## src/rtl/cmult_pkg.sv

```systemverilog
// Shared constants and types for the Q1.15 complex-multiplier datapath.
package cmult_pkg;

    localparam int unsigned WORD_SIZE = 16;
    localparam int unsigned CMULT_LAT = 3;

    typedef struct packed {
        logic signed [WORD_SIZE-1:0] re;
        logic signed [WORD_SIZE-1:0] im;
    } cplx_t;

    localparam logic [WORD_SIZE-1:0] ONE_HALF = 16'h4000;
    localparam logic [WORD_SIZE-1:0] ROUND    = 16'h4000;

endpackage

```

## src/rtl/rr_arbiter.sv

```systemverilog
// Round-robin arbiter: pointer register plus combinational grant search.
// Optional macro CMULT_ARB_PRIO0_EN gives requester 0 absolute priority.
module rr_arbiter #(
    parameter int unsigned NREQ = 4,
    parameter int unsigned IDXW = $clog2(NREQ)
) (
    input  logic            clk,
    input  logic            reset,
    input  logic [NREQ-1:0] req,
    output logic [IDXW-1:0] grant_c,
    output logic [NREQ-1:0] gnt_oh_c,
    output logic            any_c
);

    logic [IDXW-1:0] ptr_q, ptr_d;
    logic [IDXW-1:0] cand;
    logic [IDXW-1:0] rr_grant;
    logic            rr_found;
    logic [NREQ-1:0] rr_req;

    // Requester 0 is excluded from the rotation when it has fixed priority.
    always_comb begin
        rr_req = req;
`ifdef CMULT_ARB_PRIO0_EN
        rr_req[0] = 1'b0;
`endif
    end

    // First requester at or after ptr, wrapping modulo NREQ.
    always_comb begin
        rr_found = 1'b0;
        rr_grant = '0;
        cand     = '0;
        for (int unsigned k = 0; k < NREQ; k++) begin
            cand = IDXW'((32'(ptr_q) + k) % NREQ);
            if (!rr_found && rr_req[cand]) begin
                rr_found = 1'b1;
                rr_grant = cand;
            end
        end
    end

    always_comb begin
        any_c    = |req;
        grant_c  = rr_grant;
        ptr_d    = ptr_q;
`ifdef CMULT_ARB_PRIO0_EN
        if (req[0]) begin
            grant_c = '0;
        end else if (rr_found) begin
            ptr_d = IDXW'((32'(rr_grant) + 32'd1) % NREQ);
        end
`else
        if (rr_found) begin
            ptr_d = IDXW'((32'(rr_grant) + 32'd1) % NREQ);
        end
`endif
        gnt_oh_c = any_c ? (NREQ'(1) << grant_c) : '0;
    end

    always_ff @(posedge clk) begin
        if (!reset) begin
            ptr_q <= '0;
        end else begin
            ptr_q <= ptr_d;
        end
    end

endmodule

```

## src/rtl/cmult_arbiter.sv

```systemverilog
// Shares one pipelined complex multiplier among NREQ requesters and routes
// products back by tag. Macro CMULT_ARB_PRIO0_EN selects fixed priority for requester 0.
module cmult_arbiter #(
    parameter int unsigned NREQ      = 4,
    parameter int unsigned WORD_SIZE = cmult_pkg::WORD_SIZE,
    parameter int unsigned LAT       = cmult_pkg::CMULT_LAT,
    parameter int unsigned IDXW      = $clog2(NREQ)
) (
    input  logic                        clk,
    input  logic                        reset,
    input  logic [NREQ-1:0]             req_valid,
    output logic [NREQ-1:0]             req_ready,
    input  logic [NREQ*2*WORD_SIZE-1:0] req_a,
    input  logic [NREQ*2*WORD_SIZE-1:0] req_b,
    output logic [NREQ-1:0]             rsp_valid,
    output logic [2*WORD_SIZE-1:0]      rsp_data,
    output logic                        m_valid,
    output logic [2*WORD_SIZE-1:0]      m_a,
    output logic [2*WORD_SIZE-1:0]      m_b,
    input  logic                        m_o_valid,
    input  logic [2*WORD_SIZE-1:0]      m_c,
    output logic                        busy,
    output logic                        err
);

    localparam int unsigned CW = 2 * WORD_SIZE;

    logic [IDXW-1:0] grant;
    logic [NREQ-1:0] gnt_oh;
    logic            any_req;
    logic            issue;

    logic [LAT-1:0]            tag_v_q, tag_v_d;
    logic [LAT-1:0][IDXW-1:0]  tag_idx_q, tag_idx_d;
    logic [NREQ-1:0]           rsp_valid_q, rsp_valid_d;
    logic [CW-1:0]             rsp_data_q, rsp_data_d;
    logic                      err_q, err_d;
    logic                      head_v;
    logic [IDXW-1:0]           head_idx;

    rr_arbiter #(
        .NREQ (NREQ),
        .IDXW (IDXW)
    ) u_rr (
        .clk      (clk),
        .reset    (reset),
        .req      (req_valid),
        .grant_c  (grant),
        .gnt_oh_c (gnt_oh),
        .any_c    (any_req)
    );

    // Nothing is accepted while reset is held.
    always_comb begin
        issue     = any_req & reset;
        req_ready = issue ? gnt_oh : '0;
        m_valid   = issue;
    end

    always_comb begin
        m_a = '0;
        m_b = '0;
        for (int unsigned i = 0; i < NREQ; i++) begin
            if (issue && gnt_oh[i]) begin
                m_a = req_a[i*CW +: CW];
                m_b = req_b[i*CW +: CW];
            end
        end
    end

    // Tag delay line; the head lines up with the multiplier's o_valid.
    always_comb begin
        tag_v_d      = '0;
        tag_idx_d    = '0;
        tag_v_d[0]   = issue;
        tag_idx_d[0] = grant;
        for (int unsigned i = 1; i < LAT; i++) begin
            tag_v_d[i]   = tag_v_q[i-1];
            tag_idx_d[i] = tag_idx_q[i-1];
        end
    end

    always_comb begin
        head_v      = tag_v_q[LAT-1];
        head_idx    = tag_idx_q[LAT-1];
        rsp_valid_d = '0;
        rsp_data_d  = rsp_data_q;
        err_d       = err_q | (head_v != m_o_valid);
        if (head_v && m_o_valid) begin
            rsp_valid_d = NREQ'(1) << head_idx;
            rsp_data_d  = m_c;
        end
    end

    always_ff @(posedge clk) begin
        if (!reset) begin
            tag_v_q     <= '0;
            tag_idx_q   <= '0;
            rsp_valid_q <= '0;
            rsp_data_q  <= '0;
            err_q       <= 1'b0;
        end else begin
            tag_v_q     <= tag_v_d;
            tag_idx_q   <= tag_idx_d;
            rsp_valid_q <= rsp_valid_d;
            rsp_data_q  <= rsp_data_d;
            err_q       <= err_d;
        end
    end

    assign rsp_valid = rsp_valid_q;
    assign rsp_data  = rsp_data_q;
    assign err       = err_q;
    assign busy      = (|tag_v_q) | (|rsp_valid_q);

endmodule

```

## config.mk

```make
export PLATFORM = sky130hd
export DESIGN_NAME = cmult_arbiter
export DESIGN_NICKNAME = d
export VERILOG_FILES = /design/src/rtl/cmult_pkg.sv /design/src/rtl/rr_arbiter.sv /design/src/rtl/cmult_arbiter.sv
export SDC_FILE = /design/constraint.sdc
export NUM_CORES = 1
export LEC_CHECK = 0
export CAP_MARGIN = 20
export CORE_AREA = 2 2 158 160
export CTS_CLUSTER_DIAMETER = 120
export DETAILED_ROUTE_END_ITERATION = 6
export DIE_AREA = 0 0 160 162
export PLACE_DENSITY = 0.61
export RECOVER_POWER = 50
export SLEW_MARGIN = 20
export SYNTH_ARGS = -nofsm -noshare
export SYNTH_HDL_FRONTEND = slang
export SYNTH_SLANG_ARGS = --single-unit
export TNS_END_PERCENT = 5
```

## constraint.sdc

```tcl
create_clock -name clk -period 3.6 [get_ports clk]
set_input_delay 0.72 -clock clk [delete_from_list [all_inputs] [get_ports clk]]
set_output_delay 0.72 -clock clk [all_outputs]
set_load 0.02 [all_outputs]
```

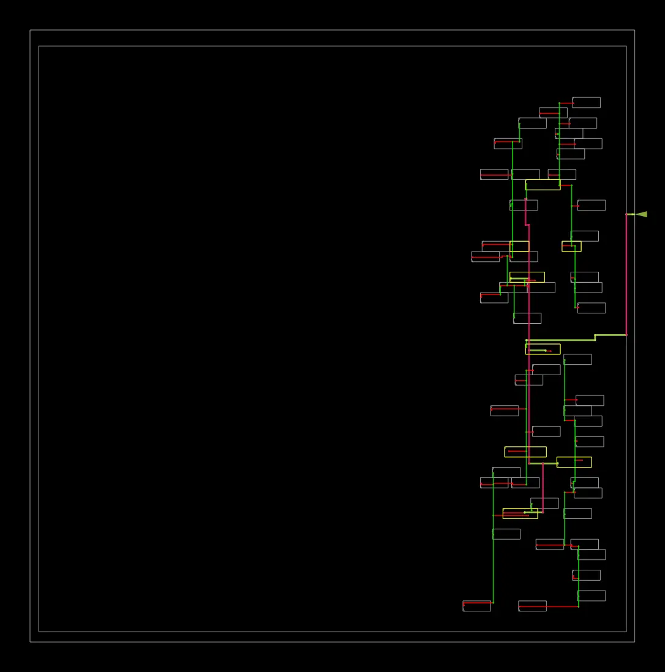
Figure 1: clock nets.
CLK BUF: 7
Inserted Clock Buffers: 5
FFs & Latches: 48

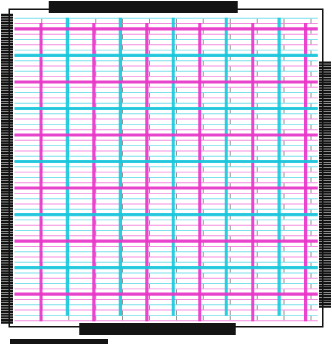
Figure 2: power grid.
The bar under the picture is 50 um long. Pins as bars on the die edge. Tap cells in grey.
| net | colour |
|---|---|
| VDD | cyan |
| VSS | magenta |
met4 straps: 11
tap cells: 324
met1 rails: 58
Core ar.: 24,100 um2
Die Ht: 162 um
Die Width: 160 um

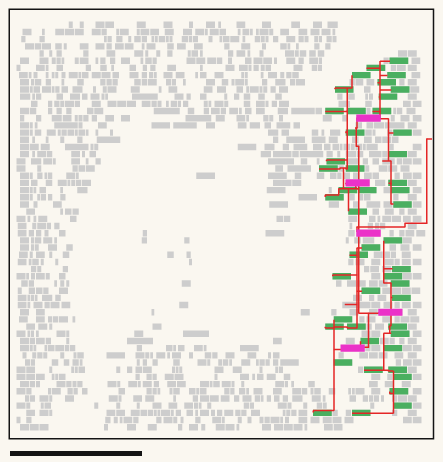
Figure 3: clock distribution.
The bar under the picture is 50 um long.
[cells driving clock nets] magenta | count: 5
[flip-flops] green | count: 48
[clock wires] red | length: 596 um
routed clock nets: 6
flops lie: a column on the right
clk ins delay skew pair: 290 ps
clock network fraction of design power: 15.2%
skew final: 5.13 ps

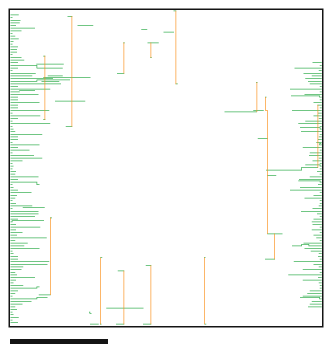
Figure 4: metal layers overlaid.
The bar under the picture is 50 um long. Only two layers are drawn.
| layer | colour | wire length |
|---|---|---|
| met3 | green | 1,520 um |
| met4 | orange | 445 um |
Via Count: 6,239
All-Layer GR Usage: 17.5%

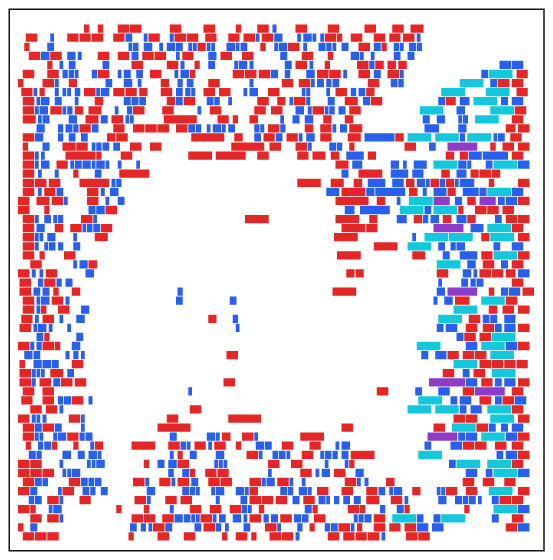
Figure 5: cell classes on the final placement.
| class | colour | cells | share of their area |
|---|---|---|---|
| clock drivers and dummy loads | purple | 8 | 2.0% |
| flip-flops | cyan | 48 | 10% |
| other buffers and delay cells | red | 476 | 51% |
| all other logic | blue | 558 | 36% |
Final Cell Area: 9560 um2
flop share of the area: 10.0%
Rows: 57

==> qor.yml <==
run_status:
  status: "completed"
layout:
  logic_area_um2: 3290
  area_growth_pct: 114
  nonClkBufAreaFrac_pct: 49.1
  sh_comb_area_pct: 34.4
  fillers: 2563
  n_all_buffers: 476
  layout_top_cells: "328 x clkdlybuf4s50_1, 191 x nand2_1, 94 x nor2b_1"
  final_cell_count_no_fill: 1416
  nonClockInverterCount: 5
  largest_class: "buffers"
  nets: 1389
final_timing:
  setup_viol: 0
  setup_slack_ps: 23.6
  setup-tns-final_ps: 0
  slew_headroom_pct: 68.0
  fmax_mhz: 280
  period_needed_ps: 3580
  fin_hold_ws_ps: 433
synthesis:
  ys_async_sr_fraction_pct: 0
  simple_gate_share_pct: 42.4
  yosysTopAreaCell: "dfxtp_1"
  xor_share_pct: 0
  ff_type: "dfxtp_1"
  ys_seq_elements: 48
  synth_adder_area_share_pct: 1.40
global_route:
  grt_busiest_layer: "met2"
  grtUsageMet3_pct: 3.22
  grt_pass1_vias: 6313
  grt.met2_usage_pct: 31.5
  grt_start_max_net_pins: 64
critical_path:
  cp_data_required_time_ps: 2880
  worst-path-stages: 14
  crit_type: "in2out"
  critPathLaunch: "req_valid[0]"
  cp-endpoint: "m_a[18]"
  critPathLaunchType: "primary input"
  regToRegSetupSlack_ps: 1890
  cpMostUsedCell: "buf_4"
  r2r_cells: 8
routing:
  totalWireLength_um: 24700
  routed_via_density: 4.41
  wl_met3_um: 1520
power_and_ir_drop:
  peakVddDrop_mv: 0.212
  power_leader: "combinational cells"
  p_total_mw: 3.67
  p_int_mw: 2.24
  sequentialPowerShare_pct: 15.4
  pg_clk_mw: 0.558
placed_design:
  place.port_buffers: 401
  dpl-instance-area_um2: 9210
  place_congestion: 0.870
  post-place-cells: 1391
clock_network:
  post-cts-setup-buffers: 7
  ctsHoldBuffers: 0
  cts_root_buf: "clkbuf_16"
  clk_path_buf_depth: 2
flow_run:
  warnings: 32
hold_path:
  worstHoldPathCells: 1
  hold_path_startpoint: "tag_idx_d[5]$_SDFF_PN0_"
die:
  num_io_pins: 402
No activity file was given, so power comes from the tool's default toggle rates.
